==> images/zoom.png <==
Region (164, 164) to (194, 194) um. Cells in grey, sequential cells in the stronger grey; small squares are vias.
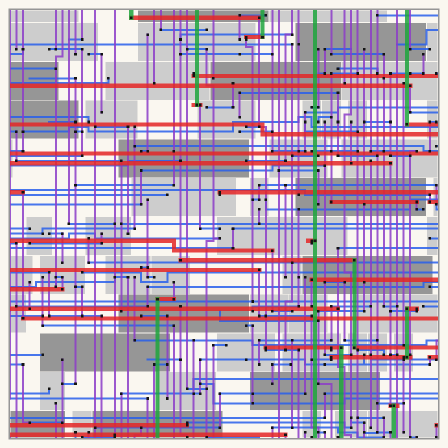
==> images/metal_stack.png <==
Drawn at 1 px/um. Two of the layers only.
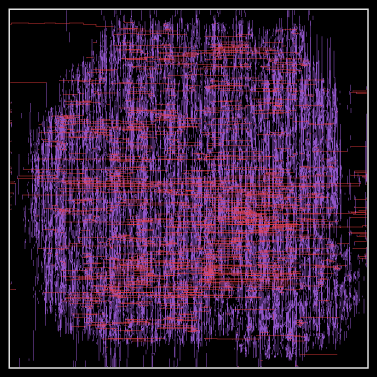
==> images/final_placement.png <==
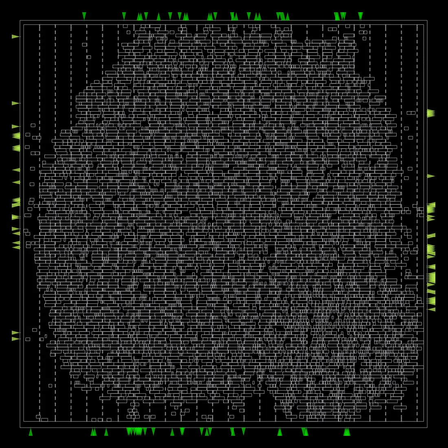
==> images/wire_density.png <==
36 x 36 tiles, from dark purple (low) to yellow (high), scaled to the fullest tile. Values are wire area over tile area, all layers added.
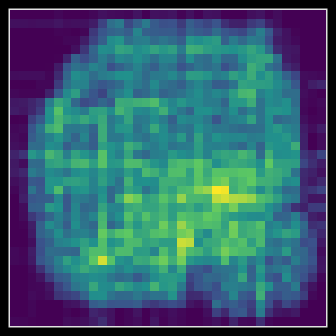
===== config.mk =====
export PLATFORM = sky130hd
export DESIGN_NAME = reg_file_flat
export DESIGN_NICKNAME = d
export VERILOG_FILES = /design/src/rtl/beta_pkg.sv /design/src/rtl/reg_file_if.sv /design/src/rtl/rf_sb_counter.sv /design/src/rtl/reg_file.sv /design/src/flat_wrapper.sv
export SDC_FILE = /design/constraint.sdc
export NUM_CORES = 2
export LEC_CHECK = 0
export CAP_MARGIN = 40
export CORE_MARGIN = 3
export CORE_UTILIZATION = 50
export CTS_CLUSTER_SIZE = 25
export DETAILED_ROUTE_END_ITERATION = 6
export MAX_ROUTING_LAYER = met4
export PLACE_DENSITY_LB_ADDON = 0.3
export RECOVER_POWER = 100
export SLEW_MARGIN = 5
export SYNTH_ARGS = -nofsm -noshare
export SYNTH_HDL_FRONTEND = slang
export SYNTH_SLANG_ARGS = --single-unit
export TNS_END_PERCENT = 1

===== constraint.sdc =====
create_clock -name clk -period 4.8 [get_ports clk]
set_input_delay 0.72 -clock clk [delete_from_list [all_inputs] [get_ports clk]]
set_output_delay 0.72 -clock clk [all_outputs]
set_load 0.005 [all_outputs]

===== src/rtl/beta_pkg.sv =====
// Shared definitions for the register file slice.
//
// Contents:
//   DATA_W / ADDR_W      register width and register address width
//   SB_CNT_W             width of each outstanding-load counter
//   NUM_REGS             number of physical registers (R0..R30)
//   REG_ZERO             address of the hardwired zero register (R31)
//   word_t / addr_t      data and address types
//   sb_op_t / sb_op()    collapses a counter's inc/dec pair into one action
package beta_pkg;

    localparam int DATA_W   = 32;
    localparam int ADDR_W   = 5;
    localparam int SB_CNT_W = 2;
    localparam int NUM_REGS = 31;

    localparam logic [ADDR_W-1:0] REG_ZERO = 5'd31;

    typedef logic [DATA_W-1:0] word_t;
    typedef logic [ADDR_W-1:0] addr_t;

    typedef enum logic [1:0] {
        SB_HOLD = 2'd0,
        SB_INC  = 2'd1,
        SB_DEC  = 2'd2
    } sb_op_t;

    // An issue and a retire hitting the same register cancel out, so
    // both-set and neither-set map to the same hold action.
    function automatic sb_op_t sb_op(input logic inc, input logic dec);
        if (inc && !dec) begin
            return SB_INC;
        end
        if (dec && !inc) begin
            return SB_DEC;
        end
        return SB_HOLD;
    endfunction

endpackage


===== src/rtl/reg_file_if.sv =====
// Write-back bus into the register file.
//
// Signals:
//   rf_w_addr  destination register of the write-back
//   rf_w_data  value being written back
//   rf_we      write enable
//   rf_w_ld    the write is the result of a LD/LDR (retires a scoreboard entry)
//
// Modports:
//   master     write-back stage (drives everything)
//   slave      register file (receives everything)
interface reg_file_if;
    import beta_pkg::*;

    addr_t rf_w_addr;
    word_t rf_w_data;
    logic  rf_we;
    logic  rf_w_ld;

    modport master (
        output rf_w_addr,
        output rf_w_data,
        output rf_we,
        output rf_w_ld
    );

    modport slave (
        input rf_w_addr,
        input rf_w_data,
        input rf_we,
        input rf_w_ld
    );

endinterface


===== src/rtl/rf_sb_counter.sv =====
// One outstanding-load counter of the register file scoreboard.
//
// Ports:
//   clk, rst_n  clock, asynchronous active-low reset
//   inc         a load targeting this register was issued
//   dec         a load result for this register was written back
//   cnt         number of loads still in flight
//   nonzero     cnt != 0
//   err         sticky: an increment at max or a decrement at zero was seen
//
// The counter saturates instead of wrapping so that a misbehaving pipeline
// cannot make a busy register look free (or the reverse); err records it.
module rf_sb_counter
    import beta_pkg::*;
(
    input  logic                clk,
    input  logic                rst_n,
    input  logic                inc,
    input  logic                dec,
    output logic [SB_CNT_W-1:0] cnt,
    output logic                nonzero,
    output logic                err
);

    localparam logic [SB_CNT_W-1:0] CNT_MAX = '1;

    always_ff @(posedge clk or negedge rst_n) begin
        if (!rst_n) begin
            cnt <= '0;
            err <= 1'b0;
        end else begin
            case (sb_op(inc, dec))
                SB_INC: begin
                    if (cnt == CNT_MAX) begin
                        err <= 1'b1;
                    end else begin
                        cnt <= cnt + SB_CNT_W'(1);
                    end
                end
                SB_DEC: begin
                    if (cnt == '0) begin
                        err <= 1'b1;
                    end else begin
                        cnt <= cnt - SB_CNT_W'(1);
                    end
                end
                default: begin
                end
            endcase
        end
    end

    assign nonzero = |cnt;

endmodule


===== src/rtl/reg_file.sv =====
// Register file feeding decode, written by the write-back stage.
//
// Ports:
//   clk, rst_n        clock, asynchronous active-low reset
//   ra_addr/ra_data   read port A (combinational)
//   ra_busy           register on port A still has a load in flight
//   rb_addr/rb_data   read port B (combinational)
//   rb_busy           register on port B still has a load in flight
//   wb                write-back bus (reg_file_if.slave)
//   pend_set          decode issues a LD/LDR this cycle
//   pend_addr         destination register of that load
//   sb_err            sticky scoreboard over/underflow flag
//
// R31 reads as zero, ignores writes and is never tracked by the scoreboard.
module reg_file
    import beta_pkg::*;
(
    input  logic       clk,
    input  logic       rst_n,
    input  addr_t      ra_addr,
    output word_t      ra_data,
    output logic       ra_busy,
    input  addr_t      rb_addr,
    output word_t      rb_data,
    output logic       rb_busy,
    reg_file_if.slave  wb,
    input  logic       pend_set,
    input  addr_t      pend_addr,
    output logic       sb_err
);

    word_t regs [NUM_REGS];

    logic                inc_en;
    logic                dec_en;
    logic [NUM_REGS-1:0] inc_vec;
    logic [NUM_REGS-1:0] dec_vec;
    logic [NUM_REGS-1:0] nonzero_vec;
    logic [NUM_REGS-1:0] err_vec;
    logic [NUM_REGS-1:0] busy_vec;
    logic [SB_CNT_W-1:0] cnt_vec [NUM_REGS];

    always_ff @(posedge clk or negedge rst_n) begin
        if (!rst_n) begin
            for (int i = 0; i < NUM_REGS; i++) begin
                regs[i] <= '0;
            end
        end else if (wb.rf_we && (wb.rf_w_addr != REG_ZERO)) begin
            regs[wb.rf_w_addr] <= wb.rf_w_data;
        end
    end

    assign inc_en = pend_set && (pend_addr != REG_ZERO);
    assign dec_en = wb.rf_we && wb.rf_w_ld && (wb.rf_w_addr != REG_ZERO);

    // A register whose last outstanding load is being written back right
    // now is released in the same cycle; the consumer picks the value up
    // through the bypass. A fresh issue to the same register keeps it busy.
    for (genvar i = 0; i < NUM_REGS; i++) begin : g_sb
        assign inc_vec[i] = inc_en && (pend_addr == addr_t'(i));
        assign dec_vec[i] = dec_en && (wb.rf_w_addr == addr_t'(i));

        rf_sb_counter u_cnt (
            .clk     (clk),
            .rst_n   (rst_n),
            .inc     (inc_vec[i]),
            .dec     (dec_vec[i]),
            .cnt     (cnt_vec[i]),
            .nonzero (nonzero_vec[i]),
            .err     (err_vec[i])
        );

        assign busy_vec[i] = nonzero_vec[i] &&
                             !(dec_vec[i] && !inc_vec[i] && (cnt_vec[i] == SB_CNT_W'(1)));
    end

    assign sb_err = |err_vec;

    // Reads are forced to zero while reset is held so that a write-back
    // still on the bus cannot leak through the bypass.
    always_comb begin
        ra_data = '0;
        ra_busy = 1'b0;
        rb_data = '0;
        rb_busy = 1'b0;
        if (rst_n && (ra_addr != REG_ZERO)) begin
            ra_data = (wb.rf_we && (wb.rf_w_addr == ra_addr)) ? wb.rf_w_data : regs[ra_addr];
            ra_busy = busy_vec[ra_addr];
        end
        if (rst_n && (rb_addr != REG_ZERO)) begin
            rb_data = (wb.rf_we && (wb.rf_w_addr == rb_addr)) ? wb.rf_w_data : regs[rb_addr];
            rb_busy = busy_vec[rb_addr];
        end
    end

endmodule


===== src/flat_wrapper.sv =====
// flat-port wrapper written by rule: the top's interface ports become plain ports
module reg_file_flat import beta_pkg::*;
  (clk, rst_n, ra_addr, ra_data, ra_busy, rb_addr, rb_data, rb_busy, pend_set, pend_addr, sb_err, wb_rf_w_addr, wb_rf_w_data, wb_rf_we, wb_rf_w_ld);
  reg_file_if wb_i ();
  input  logic clk;
  input  logic rst_n;
  input  addr_t ra_addr;
  output word_t ra_data;
  output logic ra_busy;
  input  addr_t rb_addr;
  output word_t rb_data;
  output logic rb_busy;
  input  logic pend_set;
  input  addr_t pend_addr;
  output logic sb_err;
  input wire logic [$bits(wb_i.rf_w_addr)-1:0] wb_rf_w_addr;
  input wire logic [$bits(wb_i.rf_w_data)-1:0] wb_rf_w_data;
  input wire logic [$bits(wb_i.rf_we)-1:0] wb_rf_we;
  input wire logic [$bits(wb_i.rf_w_ld)-1:0] wb_rf_w_ld;
  assign wb_i.rf_w_addr = wb_rf_w_addr;
  assign wb_i.rf_w_data = wb_rf_w_data;
  assign wb_i.rf_we = wb_rf_we;
  assign wb_i.rf_w_ld = wb_rf_w_ld;
  reg_file u_core (.clk(clk), .rst_n(rst_n), .ra_addr(ra_addr), .ra_data(ra_data), .ra_busy(ra_busy), .rb_addr(rb_addr), .rb_data(rb_data), .rb_busy(rb_busy), .wb(wb_i), .pend_set(pend_set), .pend_addr(pend_addr), .sb_err(sb_err));
endmodule

==> impl_metrics.json <==
{
  "grt_pass1_vias": 46380,
  "rr_endpoint": "u_core.g_sb[16].u_cnt.err",
  "die.size.x_um": 357,
  "cap_violations": 38,
  "status": "finished with violations",
  "power.density_nw_per_um2": 411,
  "place_congestion": 0.914,
  "adder_share_pct": 3.77,
  "fin_area_sq_um": 69700,
  "common_cells": "1085 x dfrtp_1, 1083 x nand2_1, 656 x mux2_2",
  "avgSynthCellArea_sq_um": 11.7,
  "drive_gt1_share_pct": 30.2,
  "post_dp_cell_area_sq_um": 66100,
  "dominant_cells": "logic gates",
  "slew_viol_final": 974,
  "clk_share_pct": 5.69,
  "intPower_uw": 20100,
  "cp.required_ps": 4080,
  "htree_levels": 3,
  "cts_sinks": 1085,
  "logic_family": "multiplexers",
  "p_clk_uw": 9310,
  "end_kind": "output pin",
  "postSynth.asyncResetShare_pct": 100,
  "crit_fanout": 25,
  "tightestPinTransition_ps": 3630,
  "sh_comb_area_pct": 45.9,
  "violations": "max-capacitance violations, max-slew violations"
}
About zoom.png:
- purple: met2
- green: met4
- red: met3
- blue: met1
- sequential cells in the window: 10
- most frequent: dfrtp_1 (10), nand2_1 (9), mux2_2 (7)
- netlist names of flops here include: `u_core.regs` (10)
- cells with their middle in the window: 45

About metal_stack.png:
- red: met3 (wire length 21.4 mm)
- purple: met2 (wire length 91.3 mm)

About final_placement.png:
Core Area: 122000 sq um
num tapcells: 1625

About wire_density.png:
- nearly empty tiles: 13%
- densest ninth of the die: centre
- emptiest ninth of the die: upper left
DRT Wirelength: 200 mm
GRT Overall Usage: 32.5%
DR WL/cell: 28.3 um
DR vias: 46.3k

-- cells in the final DEF, fill, tap and decap left out, drive strengths merged, types with 29 or more instances in the layout --
cell type / count
a21o: 30
a21oi: 86
a221oi: 45
a32o: 60
buf: 210
clkbuf: 266
clkdlybuf4s50: 82
dfrtp: 1085
ha: 186
inv: 230
mux2: 656
mux2i: 85
mux4: 464
nand2: 1083
nor2: 201
nor3: 43
o211ai: 31
o21ai: 67
o221ai: 29
o22ai: 127
o311ai: 32
xnor2: 37
-- flip-flops by register name, indices dropped and copies added, names as in the netlist --
| register | count |
|---|---|
| u_core.regs | 992 |
| u_core.g_sb.u_cnt.err | 31 |
| u_core.g_sb.u_cnt.cnt | 62 |
